$ cat src/rtl/carry_resolver.sv
// Carry resolution stage of the arithmetic encoder: holds one pending byte plus a
// counted run of 0xFF bytes and releases them once a later carry (or its absence) is known.
module carry_resolver #(
  parameter int unsigned RUN_CNT_WIDTH  = 16,
  parameter int unsigned BYTE_CNT_WIDTH = 32
) (
  input  logic                      general_clk,
  input  logic                      reset,
  input  logic                      in_valid,
  input  logic [8:0]                in_byte,
  output logic                      in_ready,
  input  logic                      flush,
  output logic                      out_valid,
  output logic [7:0]                out_byte,
  output logic                      out_last,
  input  logic                      out_ready,
  output logic                      done,
  output logic [BYTE_CNT_WIDTH-1:0] byte_count,
  output logic                      err_carry
);

  typedef enum logic [2:0] {
    IDLE, HOLD, EMIT_PEND, EMIT_RUN, FLUSH_PEND, FLUSH_RUN, DONE
  } state_t;

  localparam logic [RUN_CNT_WIDTH-1:0]  RUN_ONE  = RUN_CNT_WIDTH'(1);
  localparam logic [BYTE_CNT_WIDTH-1:0] BYTE_ONE = BYTE_CNT_WIDTH'(1);

  state_t                    state, state_n;
  logic [7:0]                pending, pending_n;
  logic [7:0]                nxt, nxt_n;
  logic [RUN_CNT_WIDTH-1:0]  run, run_n;
  logic                      c, c_n;
  logic                      flush_req, flush_req_n;
  logic                      err_n;
  logic [BYTE_CNT_WIDTH-1:0] count_n;
  logic                      accept, handshake;
  logic                      in_ready_n, out_valid_n, out_last_n, done_n;
  logic [7:0]                out_byte_n;

  assign accept    = in_valid & in_ready;
  assign handshake = out_valid & out_ready;

  always_comb begin
    state_n     = state;
    pending_n   = pending;
    nxt_n       = nxt;
    run_n       = run;
    c_n         = c;
    flush_req_n = flush_req | flush;
    err_n       = err_carry;
    count_n     = handshake ? byte_count + BYTE_ONE : byte_count;

    unique case (state)
      IDLE: begin
        if (accept) begin
          pending_n = in_byte[7:0];
          run_n     = '0;
          state_n   = HOLD;
          if (in_byte[8]) err_n = 1'b1;
        end else if (flush_req) begin
          state_n = DONE;
        end
      end
      HOLD: begin
        if (accept) begin
          if (!in_byte[8] && in_byte[7:0] == 8'hFF) begin
            run_n = run + RUN_ONE;
          end else begin
            c_n     = in_byte[8];
            nxt_n   = in_byte[7:0];
            state_n = EMIT_PEND;
          end
        end else if (flush_req) begin
          state_n = FLUSH_PEND;
        end
      end
      EMIT_PEND: begin
        if (handshake) begin
          if (run != '0) begin
            state_n = EMIT_RUN;
          end else begin
            pending_n = nxt;
            state_n   = HOLD;
          end
        end
      end
      EMIT_RUN: begin
        if (handshake) begin
          run_n = run - RUN_ONE;
          if (run == RUN_ONE) begin
            pending_n = nxt;
            state_n   = HOLD;
          end
        end
      end
      FLUSH_PEND: begin
        if (handshake) state_n = (run != '0) ? FLUSH_RUN : DONE;
      end
      FLUSH_RUN: begin
        if (handshake) begin
          run_n = run - RUN_ONE;
          if (run == RUN_ONE) state_n = DONE;
        end
      end
      DONE: begin
        flush_req_n = 1'b0;
        state_n     = IDLE;
      end
      default: state_n = IDLE;
    endcase

    // A carry into a pending 0xFF overflows out of the held window and is lost.
    if (state_n == EMIT_PEND && state != EMIT_PEND && pending_n == 8'hFF && c_n)
      err_n = 1'b1;
  end

  // Outputs are decoded from the next state so they come straight out of flops.
  always_comb begin
    out_valid_n = 1'b0;
    out_byte_n  = '0;
    out_last_n  = 1'b0;
    unique case (state_n)
      EMIT_PEND: begin
        out_valid_n = 1'b1;
        out_byte_n  = pending_n + {7'b0, c_n};
      end
      EMIT_RUN: begin
        out_valid_n = 1'b1;
        out_byte_n  = c_n ? 8'h00 : 8'hFF;
      end
      FLUSH_PEND: begin
        out_valid_n = 1'b1;
        out_byte_n  = pending_n;
        out_last_n  = (run_n == '0);
      end
      FLUSH_RUN: begin
        out_valid_n = 1'b1;
        out_byte_n  = 8'hFF;
        out_last_n  = (run_n == RUN_ONE);
      end
      default: ;
    endcase
    done_n     = (state_n == DONE);
    in_ready_n = (state_n == IDLE) ||
                 (state_n == HOLD && run_n != '1 && !flush_req_n);
  end

  always_ff @(posedge general_clk) begin
    if (reset) begin
      state      <= IDLE;
      pending    <= '0;
      nxt        <= '0;
      run        <= '0;
      c          <= 1'b0;
      flush_req  <= 1'b0;
      err_carry  <= 1'b0;
      byte_count <= '0;
      in_ready   <= 1'b1;
      out_valid  <= 1'b0;
      out_byte   <= '0;
      out_last   <= 1'b0;
      done       <= 1'b0;
    end else begin
      state      <= state_n;
      pending    <= pending_n;
      nxt        <= nxt_n;
      run        <= run_n;
      c          <= c_n;
      flush_req  <= flush_req_n;
      err_carry  <= err_n;
      byte_count <= count_n;
      in_ready   <= in_ready_n;
      out_valid  <= out_valid_n;
      out_byte   <= out_byte_n;
      out_last   <= out_last_n;
      done       <= done_n;
    end
  end

endmodule

$ cat config.mk
export PLATFORM = sky130hd
export DESIGN_NAME = carry_resolver
export DESIGN_NICKNAME = d
export VERILOG_FILES = /design/src/rtl/carry_resolver.sv
export SDC_FILE = /design/constraint.sdc
export NUM_CORES = 1
export LEC_CHECK = 0
export ABC_AREA = 0
export CAP_MARGIN = 25
export CORE_MARGIN = 2
export CORE_UTILIZATION = 25
export CTS_CLUSTER_DIAMETER = 60
export DETAILED_ROUTE_END_ITERATION = 10
export GPL_TIMING_DRIVEN = 1
export SLEW_MARGIN = 40
export SYNTH_ARGS = -nofsm -noshare
export SYNTH_HDL_FRONTEND = slang
export SYNTH_SLANG_ARGS = --single-unit
$ cat constraint.sdc
create_clock -name general_clk -period 7.1 [get_ports general_clk]
set_input_delay 1.775 -clock general_clk [delete_from_list [all_inputs] [get_ports general_clk]]
set_output_delay 1.775 -clock general_clk [all_outputs]
set_load 0.1 [all_outputs]
Fig. 1: run 1, drive-strength map
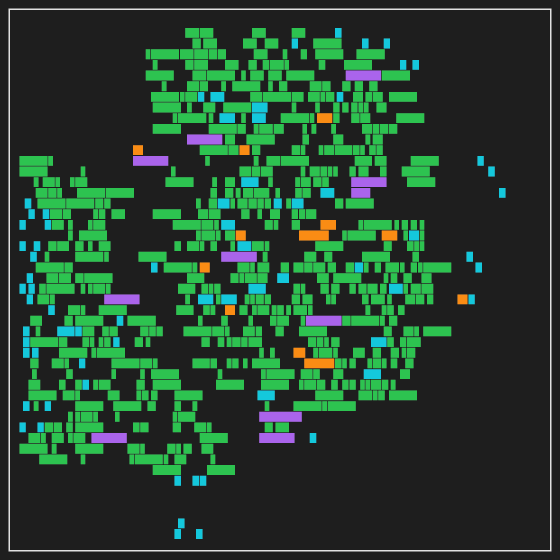
Key: green = _0 and _1 cells [cells 522, share 85%]; cyan = _2 cells [cells 70, share 11%]; purple = _6 and larger [cells 11, share 1.8%]; orange = _3 and _4 cells [cells 12, share 2.0%]

Fig. 2: run 1, cell density map
The bar under the picture is 50 µm long. The die is cut into 14 by 14 equal tiles; dark blue is low, red is high, 0 to 100% covered.
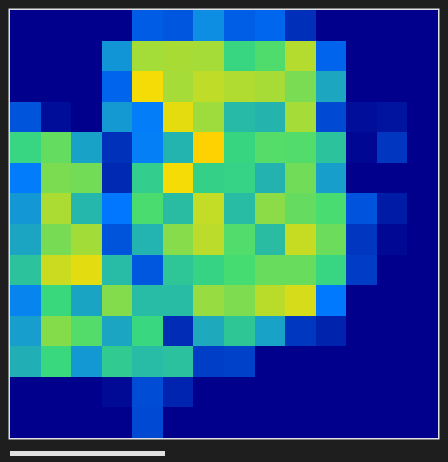
0.50% of the tiles are over 75% full. 35% of the tiles are nearly empty. The emptiest ninth of the die: lower right.

Fig. 3: run 1, track usage over the die
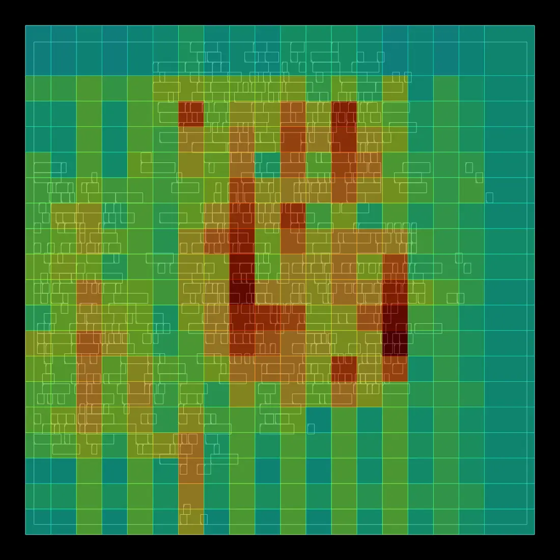
Final Core Density: 30.9%
GR peak layer: met2
GRT met2 Usage: 20.9%

Fig. 4: run 1, routed metal per tile
The bar under the picture is 50 µm long. The die is cut into 28 by 28 equal tiles; dark blue is low, red is high, scaled to the fullest tile. Values are wire area over tile area, all layers added.
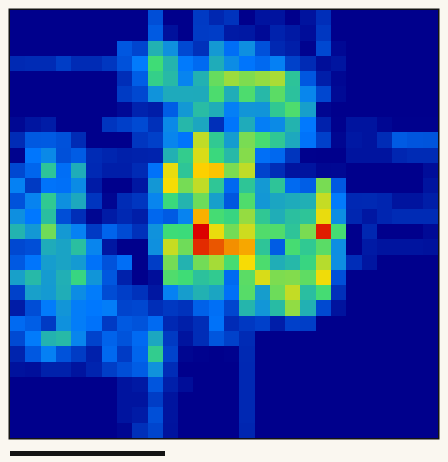
8.9% of the tiles are over half the peak. 40% of the tiles are nearly empty. The emptiest ninth of the die: lower right. The densest ninth of the die: centre.

==> summary.txt, run 1 <==
The run has ended; figures from its reports follow.

The area taken by flip-flops and latches came out at ~0.0016 mm². Per the timing report, the biggest fanout along the worst path comes to 8. The worst setup path is launched from an input port.

Multiplexer cells account for 2.94% of the synthesized area. The final setup violation count is 0. CTS placed an instance of clkbuf_16 at the clock tree root. The number of placed instances, taps included is a little over 800. The global route total overflow came out at 0.

Sorting the Yosys area breakdown by cell type puts at the top dfxtp_1. The die width came out at roughly 140 µm. The via count came out at ~4400. The remaining design rule violation count is 0. The multi-input gate share of total cell area came out at 50.5%. In the finished layout, the clock tree contains a buffer count of 12. Summed over all nets, the half-perimeter wirelength after detailed placement is a little over 9 mm. The synthesized netlist devotes 6.27% of its cell area to XOR and XNOR gates. Sorting the synthesized cells by how often they occur yields nor2_1 (97), dfxtp_1 (82), nand2_1 (50). The count of distinct cell types in the synthesized netlist came out at ~69.

The combinational gate power is roughly 0.00053 W. The count of max-cap constraint violations is 0. The routed metal-1 wire length is approximately 6.0 mm. Row generation in the floorplan step produced 48 rows.

The number of non-clock inverters is 7. The clock tree from TritonCTS is yes. The flow ran to the end, and the final reports show no timing, DRC or antenna violations. The power consumption is approximately 0.0015 W. The clock input transition at the sequential cells of the worst setup and hold paths is around 60 ps. The total number of nets in the final design came out at 631. The share of the core area taken by cells at floorplan is 25.7%.

The net switching power is roughly 0.0006 W. The arrival time at the worst endpoint is between 5000 and 6000 ps. The via count of the first global-routing pass came out at 4033. The first-iteration detailed-routing DRC count came out at roughly 340. The worst hold path was traced through 2 stages.

The largest clock skew in the final design is between 7 and 8 ps. The kind of path behind the tightest hold check is flip-flop to flip-flop. The vertical die dimension came out at about 140 µm.

The part of the power in combinational logic is 34.5%. The pin closest to its max-slew limit shows a slew of around 800 ps. In this run the critical path is formed by clkdlybuf4s50_1 > nand3_1 > nor4_2 > o21ai_0 > o211ai_1 > or3b_2 > or4_1 > nor4b_1 > a31oi_1. A synthesized cell averages between 8 and 9 µm². The buffers plus inverters on the worst setup path is 1. Among all flip-flop cells after synthesis, the most frequent one is dfxtp_1.

The power report lists the clock group at about 0.00047 W. The iteration count of the initial detailed-routing pass came out at 5.
==> run 1: state kept, by name, summed over array words and instances, names as in the netlist <==
register,flops
byte_count,32
run,16
nxt,8
out_byte,8
pending,8
state,3
c,1
done,1
err_carry,1
flush_req,1
in_ready,1
out_last,1
out_valid,1
==> run 1: cells in the final DEF, fill, tap and decap left out, drive strengths merged, types with 8 or more instances in the layout <==
cell and n:
a21oi 26, a31oi 11, and2 10, and3 14, buf 53, clkbuf 12, clkdlybuf4s50 12, dfxtp 82
mux2i 12, nand2 51, nand3 23, nand4 19, nor2 98, nor3 11, nor4 14, o21ai 22
or3 8, xnor2 8, xor2 24
==> run 1: worst paths after layout <==
kind         startpoint        to
max reg2reg    in_ready  in_ready
max          in_byte[5]  in_ready
min reg2reg      nxt[7]    nxt[7]
min              nxt[7]    nxt[7]
==> inputs of run 2 (changes only) <==
Clock period 7.1 ns to 4.3 ns, I/O delays scaled along.
==> run 2 against run 1 <==
  * Sequential power grew 66%
  * Die size did not move
  * Non-clock buffer count up 24
  * First-iteration DRC count increased by 36%
  * Core utilization grew 1.1 points
  * Hold slack better by 4.9 ps
  * Final cell count is 2.9% higher
  * Synthesized area did not move
  * Register-to-register slack got worse by 2700 ps
  * Setup slack lost 1800 ps
  * Combinational power rose by 77%
  * Critical path type unchanged
  * Largest cell class unchanged
==> summary.txt, run 2 <==
The run has ended; figures from its reports follow.

The largest clock skew in the final design came out at 12.6 ps. In this run the most used layer during global routing was met2. For reference, the top cells by count after synthesis are nor2_1 (97), dfxtp_1 (82), nand2_1 (50).

The number of clock buffer instances in the layout is 10. The flow ran to the end, and the final reports show no timing, DRC or antenna violations. The estimated wirelength of the detail-placed design is 9.53 mm. The transition at the pin with the smallest max-transition slack is roughly 600 ps.

The power attributed to the clock group came out at about 0.00080 W. The most common logic cells in the final layout are nor2_1 (97), dfxtp_1 (82), nand2_1 (50). The area taken by flip-flops and latches is approximately 0.0016 mm². Checking hold timing, the worst path is listed with class flip-flop to flip-flop. The number of placed instances, taps included, is 848.

Total power for the finished layout comes to around 0.0026 W. The predominant post-synthesis flop cell is dfxtp_1. The portion of netlist area occupied by mux cells came out at 2.94%. The row count came out at 48. The initial core utilization came out at 25.7%.

The synthesized area per cell came out at 8.05 µm². The global route total overflow came out at 0. The die width came out at 138 µm. The maximum fanout encountered on the critical timing path came out at 7.

TritonCTS built the clock tree.
run 2: cell counts after synthesis:
Identical to the previous run, type by type.
run 2: final timing paths:
kind / start / endpoint / depth (start not counted)
setup / recovery: in_byte[4] / in_ready / 11
hold / removal: byte_count[28] / byte_count[28] / 2
setup reg to reg: run[0] / out_byte[6] / 13
hold reg to reg: byte_count[28] / byte_count[28] / 2
run 2: cells by family (layout without fill, tap and decap cells):
kind of cell	after synthesis	count (layout)
AND-OR/OR-AND	111	111
XOR/XNOR	32	32
flip-flops	82	82
buffers and inverters	31	114
AND/OR/NAND/NOR	280	280
adder cells (fa/ha/maj)	7	7
multiplexers	13	13
Fig. 5: run 2, drive-strength map
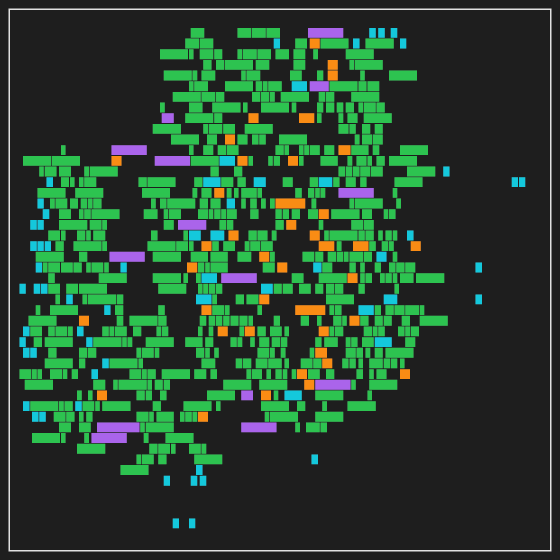
Key: purple = _6 and larger [cells 14, share 2.2%]; orange = _3 and _4 cells [cells 40, share 6.3%]; green = _0 and _1 cells [cells 522, share 82%]; cyan = _2 cells [cells 63, share 9.9%]
Buffers excl. clock: 91
area of all placed cells without fillers: 0.00558 mm²
layout overhead on the synthesized area: 24.6%
worst-case setup margin in the final layout: 530 ps

Fig. 6: run 2, track usage over the die
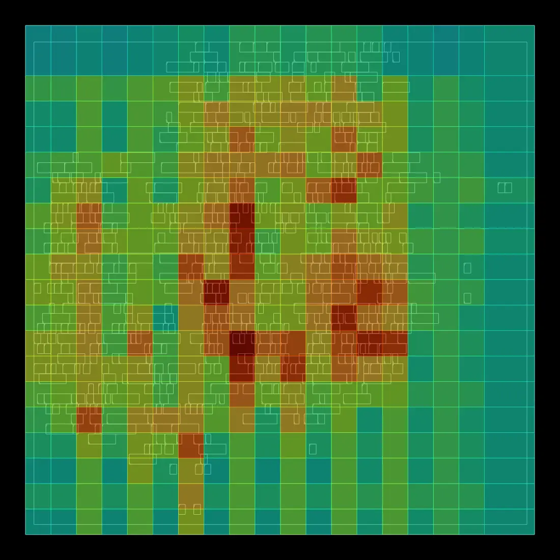
Final Core Density: 32.0%
GRT met2 Usage: 21.8%
wire length per cell: 15.0 µm

Power figures rest on the tool's default switching activity, not on a simulated workload.
